Fig. 1: run 1, clock wires, drivers and flops
(2 px per µm)
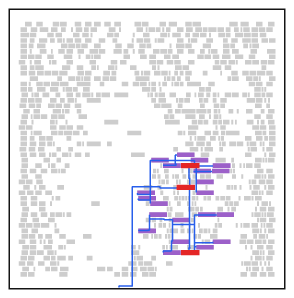
Fig. 2: run 1, sequential cells coloured by netlist name
(2 px per µm) Other sequential cells in the stronger grey, the rest of the logic in the fainter grey.
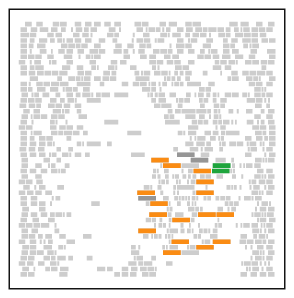
Fig. 3: run 1, I/O nets highlighted
(3 px per µm)
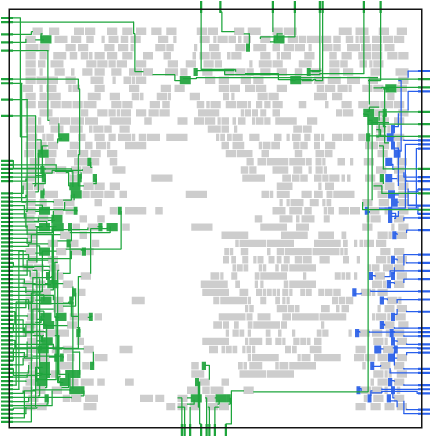
Fig. 4: run 1, cells coloured by class
(2 px per µm)
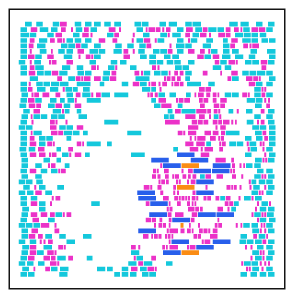
==> config.mk <==
export PLATFORM = sky130hd
export DESIGN_NAME = ladybird_bus_arbiter
export DESIGN_NICKNAME = d
export VERILOG_FILES = /design/src/rtl/ladybird_config.sv /design/src/rtl/ladybird_rr_picker.sv /design/src/rtl/ladybird_bus_arbiter.sv
export SDC_FILE = /design/constraint.sdc
export NUM_CORES = 1
export LEC_CHECK = 0
export CAP_MARGIN = 20
export CORE_AREA = 4 4 133 135
export CTS_BUF_LIST = sky130_fd_sc_hd__clkbuf_16
export CTS_CLUSTER_DIAMETER = 200
export DETAILED_ROUTE_END_ITERATION = 12
export DIE_AREA = 0 0 137 139
export SYNTH_ARGS = -nofsm -noshare
export SYNTH_HDL_FRONTEND = slang
export SYNTH_SLANG_ARGS = --single-unit
==> constraint.sdc <==
create_clock -name clk -period 4.75 [get_ports clk]
set_clock_uncertainty 0.2 [all_clocks]
set_input_delay 0.95 -clock clk [delete_from_list [all_inputs] [get_ports clk]]
set_output_delay 0.95 -clock clk [all_outputs]
set_load 0.02 [all_outputs]
==> src/rtl/ladybird_config.sv <==
// ladybird_config: shared arbiter types and the round-robin search helper
package ladybird_config;
  localparam int MAX_PRI = 8;
  typedef enum logic {IDLE, RD_WAIT} arb_state_e;
  typedef struct packed {
    logic       found;
    logic [2:0] idx;
  } rr_pick_t;
  // Descending scan so the requester closest to ptr is written last and wins.
  function automatic rr_pick_t rr_pick(input logic [MAX_PRI-1:0] req, input logic [2:0] ptr, input int n);
    rr_pick_t r;
    int j;
    r = '0;
    for (int i = MAX_PRI - 1; i >= 0; i--) begin
      if (i < n) begin
        j = (int'(ptr) + i) % n;
        if (req[j]) r = '{found: 1'b1, idx: 3'(j)};
      end
    end
    return r;
  endfunction
endpackage

==> src/rtl/ladybird_rr_picker.sv <==
// ladybird_rr_picker: combinational round-robin winner search
//   req   in  N   requests
//   ptr   in  PW  highest-priority index
//   found out 1   any request present
//   idx   out PW  winner index
module ladybird_rr_picker
  import ladybird_config::*;
#(
  parameter int N  = 3,
  parameter int PW = $clog2(N)
) (
  input  logic [N-1:0]  req,
  input  logic [PW-1:0] ptr,
  output logic          found,
  output logic [PW-1:0] idx
);
  rr_pick_t pick;
  always_comb pick = rr_pick(MAX_PRI'(req), 3'(ptr), N);
  assign found = pick.found;
  assign idx   = PW'(pick.idx);
endmodule

==> src/rtl/ladybird_bus_arbiter.sv <==
// ladybird_bus_arbiter: round-robin N_PRI-to-1 bus arbiter with read routing and timeout
//   clk, arst                    clock, async active-high reset
//   pri_req/addr/wstrb/wdata     per-primary request (wstrb==0 means read)
//   pri_gnt                      one-hot request accepted
//   pri_data_gnt, pri_err        one-hot read completion / timeout flag
//   pri_rdata                    shared read data, 0 unless pri_data_gnt set
//   sec_req/addr/wstrb/wdata     forwarded request
//   sec_gnt, sec_data_gnt        secondary accept / read data valid
//   sec_rdata                    secondary read data
module ladybird_bus_arbiter
  import ladybird_config::*;
#(
  parameter int               N_PRI    = 3,
  parameter int               ADDR_W   = 32,
  parameter int               DATA_W   = 32,
  parameter int               TIMEOUT  = 255,
  parameter logic [DATA_W-1:0] ERR_DATA = 32'hDEAD_BEEF
) (
  input  logic                          clk,
  input  logic                          arst,
  input  logic [N_PRI-1:0]              pri_req,
  input  logic [N_PRI-1:0][ADDR_W-1:0]  pri_addr,
  input  logic [N_PRI-1:0][3:0]         pri_wstrb,
  input  logic [N_PRI-1:0][DATA_W-1:0]  pri_wdata,
  output logic [N_PRI-1:0]              pri_gnt,
  output logic [N_PRI-1:0]              pri_data_gnt,
  output logic [DATA_W-1:0]             pri_rdata,
  output logic [N_PRI-1:0]              pri_err,
  output logic                          sec_req,
  output logic [ADDR_W-1:0]             sec_addr,
  output logic [3:0]                    sec_wstrb,
  output logic [DATA_W-1:0]             sec_wdata,
  input  logic                          sec_gnt,
  input  logic                          sec_data_gnt,
  input  logic [DATA_W-1:0]             sec_rdata
);
  localparam int PW = $clog2(N_PRI);
  arb_state_e    state;
  logic [PW-1:0] rr_ptr, owner, win;
  logic [15:0]   tmo_cnt;
  logic          found, idle, rd_wait, fwd, tmo_hit, tmo, data_ok, done;
  ladybird_rr_picker #(.N(N_PRI), .PW(PW)) u_picker (
    .req  (pri_req),
    .ptr  (rr_ptr),
    .found(found),
    .idx  (win)
  );
  // Outputs are gated with arst so they read 0 for the whole reset pulse.
  assign idle    = (state == IDLE) && !arst;
  assign rd_wait = (state == RD_WAIT) && !arst;
  assign fwd     = idle && found;
  assign tmo_hit = tmo_cnt == 16'(TIMEOUT - 1);
  assign data_ok = rd_wait && sec_data_gnt;
  assign tmo     = rd_wait && !sec_data_gnt && tmo_hit;
  assign done    = data_ok || tmo;
  assign sec_req      = fwd;
  assign sec_addr     = fwd ? pri_addr[win]  : '0;
  assign sec_wstrb    = fwd ? pri_wstrb[win] : '0;
  assign sec_wdata    = fwd ? pri_wdata[win] : '0;
  assign pri_gnt      = (fwd && sec_gnt) ? N_PRI'(1) << win : '0;
  assign pri_data_gnt = done ? N_PRI'(1) << owner : '0;
  assign pri_err      = tmo  ? N_PRI'(1) << owner : '0;
  assign pri_rdata    = data_ok ? sec_rdata : tmo ? ERR_DATA : '0;
  always_ff @(posedge clk or posedge arst) begin
    if (arst) begin
      state   <= IDLE;
      rr_ptr  <= '0;
      owner   <= '0;
      tmo_cnt <= '0;
    end else if (state == IDLE) begin
      if (fwd && sec_gnt) begin
        rr_ptr <= (win == PW'(N_PRI - 1)) ? '0 : win + 1'b1;
        if (pri_wstrb[win] == 4'b0) begin
          owner   <= win;
          tmo_cnt <= '0;
          state   <= RD_WAIT;
        end
      end
    end else begin
      if (sec_data_gnt || tmo_hit) state <= IDLE;
      else tmo_cnt <= tmo_cnt + 16'd1;
    end
  end
endmodule

==> results.cfg, run 1 <==
; flow metrics
[run_status]
status = finished, final reports clean

[routing]
drt-total-wl_um = 18600
drt_drc_violations_left = 0
wirelength_met1_um = 7070
avgRoutedWirePerCell_um = 17.3
antenna_violating_nets_post_route = 0

[synthesis]
post_synth.cell_area_avg_um2 = 6.96
synth.yosys.chip_area_um2 = 3560
syn_inst = 511
yosys_warnings = 0
enable_flop_cells = 0
post_synth_num_cell_types = 52
top_cell = sky130_fd_sc_hd__nand2_1

[cells_and_area]
layout.clock_buffers = 3
layout.clock.cell_area_share_pct = 1.03
finalCoreUtilization_pct = 47.2
footprint_of_the_multi_input_gates_um2 = 2810
buffers = 388
combAreaFraction_pct = 36.1
drive_gt1_share_pct = 8.96
diodes = 0

[global_route]
grt_util_met1_pct = 21.0
grt_start_max_net_pins = 50
met3_usage_pct = 4.79

[worst_hold_path]
hp-start = tmo_cnt[4]$_DFFE_PP0P_
timing.hold.worst.class = flip-flop to flip-flop
hold_end = tmo_cnt[4]$_DFFE_PP0P_

[place]
pre_cts_slack_ns = -0.149
detailed_placement_hpwl_um = 15800

[clock_network]
ctsLongestPathBuffers = 2

[power_and_ir_drop]
power.ir.vdd_worst_mv = 0.240
power.leakage_nw = 4.04
power_per_cell_area_nw_per_um2 = 437

[critical_path]
cp_slowest_cell = sky130_fd_sc_hd__a211oi_1
critical_path.most_common_cell = sky130_fd_sc_hd__buf_4
ff2ff_path_depth = 12
path_delay_family = buffers and inverters

[timing]
grt_setup_unrepaired = no
timing.final.ws_setup_ns = 0.117
timing.hold.ws_ns = 0.361
max_slew_margin_pct = 64.3
setup_violations = 0

[floorplanning]
placementRows = 47
initial_utilization_pct = 21.6
die_area_um2 = 19000
die_h_um = 139

[job]
stage_log_warnings = 34
Back to the opening pictures, Fig. 1:
Key: cells driving clock nets = red [count 3]; flip-flops = purple [count 21]; clock wires = blue [length 332 µm]
There are 4 routed clock nets.
insertion delay to the later sink of the worst-skew pair: 0.25 ns
P_clk: 0.178 mW
part of the power in the clock network: 5.2%

Back to the opening pictures, Fig. 2:
Key: `tmo_cnt` = orange [placed flops 16]; `owner` = green [placed flops 2]
Another 3 sequential cells are not coloured.
Seq. pwr: 0.272 mW
FF/Latch Area: 526 µm²

Back to the opening pictures, Fig. 3:
Key: `pri_rdata` = blue [direction output, edge right, end cells 32, buffers 32, wire 409 µm]; `pri_wdata` = green [direction input, edge 72 left, 8 bottom, 8 right, 8 top, end cells 64, buffers 96, wire 2,750 µm]

Back to the opening pictures, Fig. 4:
Key: clock drivers and dummy loads = orange [cells 4]; other buffers and delay cells = cyan [cells 388]; all other logic = magenta [cells 446]; flops = blue [cells 21]

## run 1: worst register-to-register path: cells and delay by family (launching register included)
family | cells | cell delay, ns
compound gates | 3 | 0.82
buf+inv | 3 | 0.61
simple gates | 3 | 0.52
fa+ha+maj | 2 | 0.46
flops | 1 | 0.40
mux | 1 | 0.34
## run 1: state kept, by name (all words and copies together) (netlist names)
name	cells
state	1
owner	2
rr_ptr	2
tmo_cnt	16
## run 1: layout by cell type (no fill, tap or decap), types with 5 or more instances in the layout
cell,Yosys,final
sky130_fd_sc_hd__o21ai_2,10,10
sky130_fd_sc_hd__clkdlybuf4s50_1,0,295
sky130_fd_sc_hd__buf_12,0,11
sky130_fd_sc_hd__or2_2,5,5
sky130_fd_sc_hd__and2_1,13,12
sky130_fd_sc_hd__inv_1,13,13
sky130_fd_sc_hd__nand4_1,7,7
sky130_fd_sc_hd__o211ai_1,7,7
sky130_fd_sc_hd__nand2_1,90,90
sky130_fd_sc_hd__ha_1,9,9
sky130_fd_sc_hd__dlymetal6s2s_1,0,49
sky130_fd_sc_hd__nor2_1,75,75
sky130_fd_sc_hd__nand3_1,8,8
sky130_fd_sc_hd__a31oi_1,11,11
sky130_fd_sc_hd__buf_4,0,30
sky130_fd_sc_hd__dfrtp_1,21,21
sky130_fd_sc_hd__and3_1,6,6
sky130_fd_sc_hd__a211oi_1,65,64
sky130_fd_sc_hd__nor3_1,12,12
sky130_fd_sc_hd__mux2i_1,66,66
## run 1: report_power, final
group | switching [mW] | internal (mW) | total [mW]
clock | 0.0654 | 0.113 | 0.178
sequential | 0.0525 | 0.219 | 0.272
combinational | 1.55 | 1.40 | 2.95
==> run 2: changes to the inputs <==
--- a/config.mk
+++ b/config.mk
@@ -5,12 +5,15 @@
 export SDC_FILE = /design/constraint.sdc
 export NUM_CORES = 1
 export LEC_CHECK = 0
+export ABC_AREA = 1
 export CAP_MARGIN = 20
-export CORE_AREA = 4 4 133 135
+export CORE_AREA = 4 4 137 139
 export CTS_BUF_LIST = sky130_fd_sc_hd__clkbuf_16
 export CTS_CLUSTER_DIAMETER = 200
 export DETAILED_ROUTE_END_ITERATION = 12
-export DIE_AREA = 0 0 137 139
+export DIE_AREA = 0 0 141 143
+export GPL_ROUTABILITY_DRIVEN = 0
+export MAX_ROUTING_LAYER = met4
 export SYNTH_ARGS = -nofsm -noshare
 export SYNTH_HDL_FRONTEND = slang
 export SYNTH_SLANG_ARGS = --single-unit
==> run 2 against run 1 <==
Effect of this change:
- power is 64% higher
- die area rose by 5.9%
- register-to-register slack about the same
- maximum frequency is 0.85% higher
- sequential power down 11%
- critical path depth is 2 higher
- clock-buffer cell count unchanged
- combinational power rose by 75%
- critical path type unchanged
==> results.cfg, run 2 <==
; flow metrics
[cells_and_area]
layout.clock.cell_area_share_pct = 1.04
footprint_of_the_multi_input_gates_um2 = 2690
drive_gt1_share_pct = 3.80
layout.area.seq_um2 = 526
top_register = tmo_cnt
final_area_um2 = 7950
layout.clock_buffers = 3
final_cell_mix = 331 x sky130_fd_sc_hd__clkdlybuf4s50_1, 228 x sky130_fd_sc_hd__nand3_1, 212 x sky130_fd_sc_hd__nand2_1
largest_register_ff_count = 16
combAreaFraction_pct = 33.8
reg.largest.list = tmo_cnt x16, owner x2, rr_ptr x2
final_layout_top_logic_cell = sky130_fd_sc_hd__clkdlybuf4s50_1
diodes = 3
buffers = 372

[run_status]
status = finished, final reports clean

[timing]
setup_violations = 0
grt_setup_unrepaired = no
max_slew_margin_pct = 62.4
max_freq_mhz = 218
timing.final.ws_setup_ns = 0.157
timing.hold.ws_ns = 0.318

[synthesis]
synth.yosys.chip_area_um2 = 3980
post_synth.cell_area_avg_um2 = 5.08
ys.flops = 21
synth-adder-area-share_pct = 2.83
top_cell = sky130_fd_sc_hd__nand3_1
post_synth_num_cell_types = 36
enable_flop_cells = 0
yosys_warnings = 0
syn_inst = 783
synthSimpleGateAreaFrac_pct = 58.2
top_logic_kind = simple AND/OR/NAND/NOR gates

[worst_hold_path]
hold_end = tmo_cnt[14]$_DFFE_PP0P_
hp-start = tmo_cnt[14]$_DFFE_PP0P_
timing.hold.worst.class = flip-flop to flip-flop

[power_and_ir_drop]
share_of_power_burned_in_registers_pct = 4.3
power.ir.vdd_worst_mv = 0.479
power.leakage_nw = 4.15
power_per_cell_area_nw_per_um2 = 703
power.clock.fraction_pct = 3.3
p_int_mw = 2.39
p_comb_share_pct = 92.4
p_sw_share_pct = 57.3
netSwitchingPower_mw = 3.20

[critical_path]
startpoint_type_of_the_worst_setup_path = input port
crit_arrival_ns = 3.44
cp_slowest_cell = sky130_fd_sc_hd__clkdlybuf4s50_1
critPathMaxStageDelay_ns = 0.60
kind_of_critical_path = input port to primary output
ff2ff_path_depth = 18
critical_path.most_common_cell = sky130_fd_sc_hd__nand2_1

[routing]
drt_drc_violations_left = 0
drt-total-wl_um = 21700
wirelength_met1_um = 8710
antenna_violating_nets_post_route = 0
route.met2.wl_um = 11000
avgRoutedWirePerCell_um = 16.3

[floorplanning]
die_h_um = 143
initial_utilization_pct = 22.5
die_area_um2 = 20200
taps = 229

[clock_network]
insertion_delay_ns = 0.26
cts.root.buffer_cell = sky130_fd_sc_hd__clkbuf_16
ctsLongestPathBuffers = 2

[global_route]
grt_start_max_net_pins = 71
globalRouteTotalUtil_pct = 20.3
grt_util_met1_pct = 24.7
met3_usage_pct = 4.39

[place]
place.detailed.instances = 1330
detailed_placement_hpwl_um = 17600
pre_cts_slack_ns = 0.120

[job]
stage_log_warnings = 34
[run 2: netlist changes by cell type in the layout (fill, tap and decap cells not counted), moves of 25 or more]
cell / before / now
sky130_fd_sc_hd__nand3_1: 8 / 228
sky130_fd_sc_hd__nand2_1: 90 / 212
sky130_fd_sc_hd__inv_1: 13 / 132
sky130_fd_sc_hd__mux2i_1: 66 / 0
sky130_fd_sc_hd__a211oi_1: 64 / 2
sky130_fd_sc_hd__clkdlybuf4s50_1: 295 / 331
sky130_fd_sc_hd__nor2_1: 75 / 39
sky130_fd_sc_hd__dlymetal6s2s_1: 49 / 21
sky130_fd_sc_hd__o21ai_0: 3 / 28
[run 2: power by group through the flow]
stage / clock network, mW / logic (mW) / registers (mW)
3_5_place_dp: 0 / 5.24 / 0.244
2_1_floorplan: 0 / 3.03 / 0.231
6_report: 0.186 / 5.16 / 0.241
3_3_place_gp: 0 / 5.25 / 0.243
5_1_grt: 0.199 / 5.65 / 0.246
4_1_cts: 0.189 / 5.26 / 0.240
[run 2: worst max-delay path by stage]
stage	from	endpoint	slack, ns	cells past startpoint
2_1_floorplan	arst	pri_rdata[28]	1.14	4
3_3_place_gp	pri_req[1]	sec_addr[27]	0.12	13
3_5_place_dp	pri_req[0]	sec_addr[27]	0.12	14
4_1_cts	pri_req[0]	sec_addr[27]	0.11	14
5_1_grt	pri_req[1]	sec_wdata[14]	0.002	14
6_report	pri_req[2]	sec_addr[24]	0.16	13
[run 2: worst max-delay path: cells and delay by family]
| family | cells | cell delay (ns) |
|---|---|---|
| buffers and inverters | 5 | 1.54 |
| and+or+nand+nor | 7 | 0.70 |
| AOI/OAI and AO/OA | 1 | 0.23 |
[run 2: repair_timing]
action / CTS / global route
hold buffers: 0 / 0
resized: 0 / 23
endpoints found under the setup margin: 0 / 28
hold endpoints to repair: 0 / 0
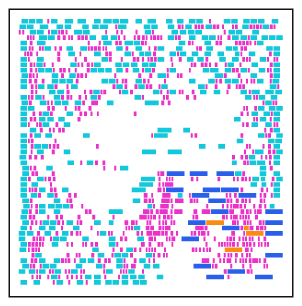
Fig. 5. Cells coloured by class (run 2).
(2 px per µm)
CORE AREA: 17,700 µm²
final core utilization: 45.0%
Rows: 49
register share of the cell area: 6.61%

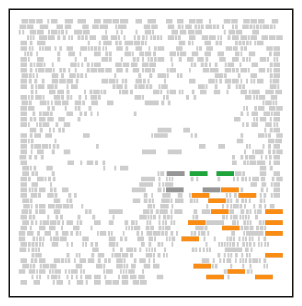
Fig. 6. Sequential cells coloured by netlist name (run 2).
(2 px per µm) Other sequential cells in the stronger grey, the rest of the logic in the fainter grey.
Key: `tmo_cnt` = orange [placed flops 16, where lower right]; `owner` = green [placed flops 2]

Power is estimated from default activity; no workload was simulated.
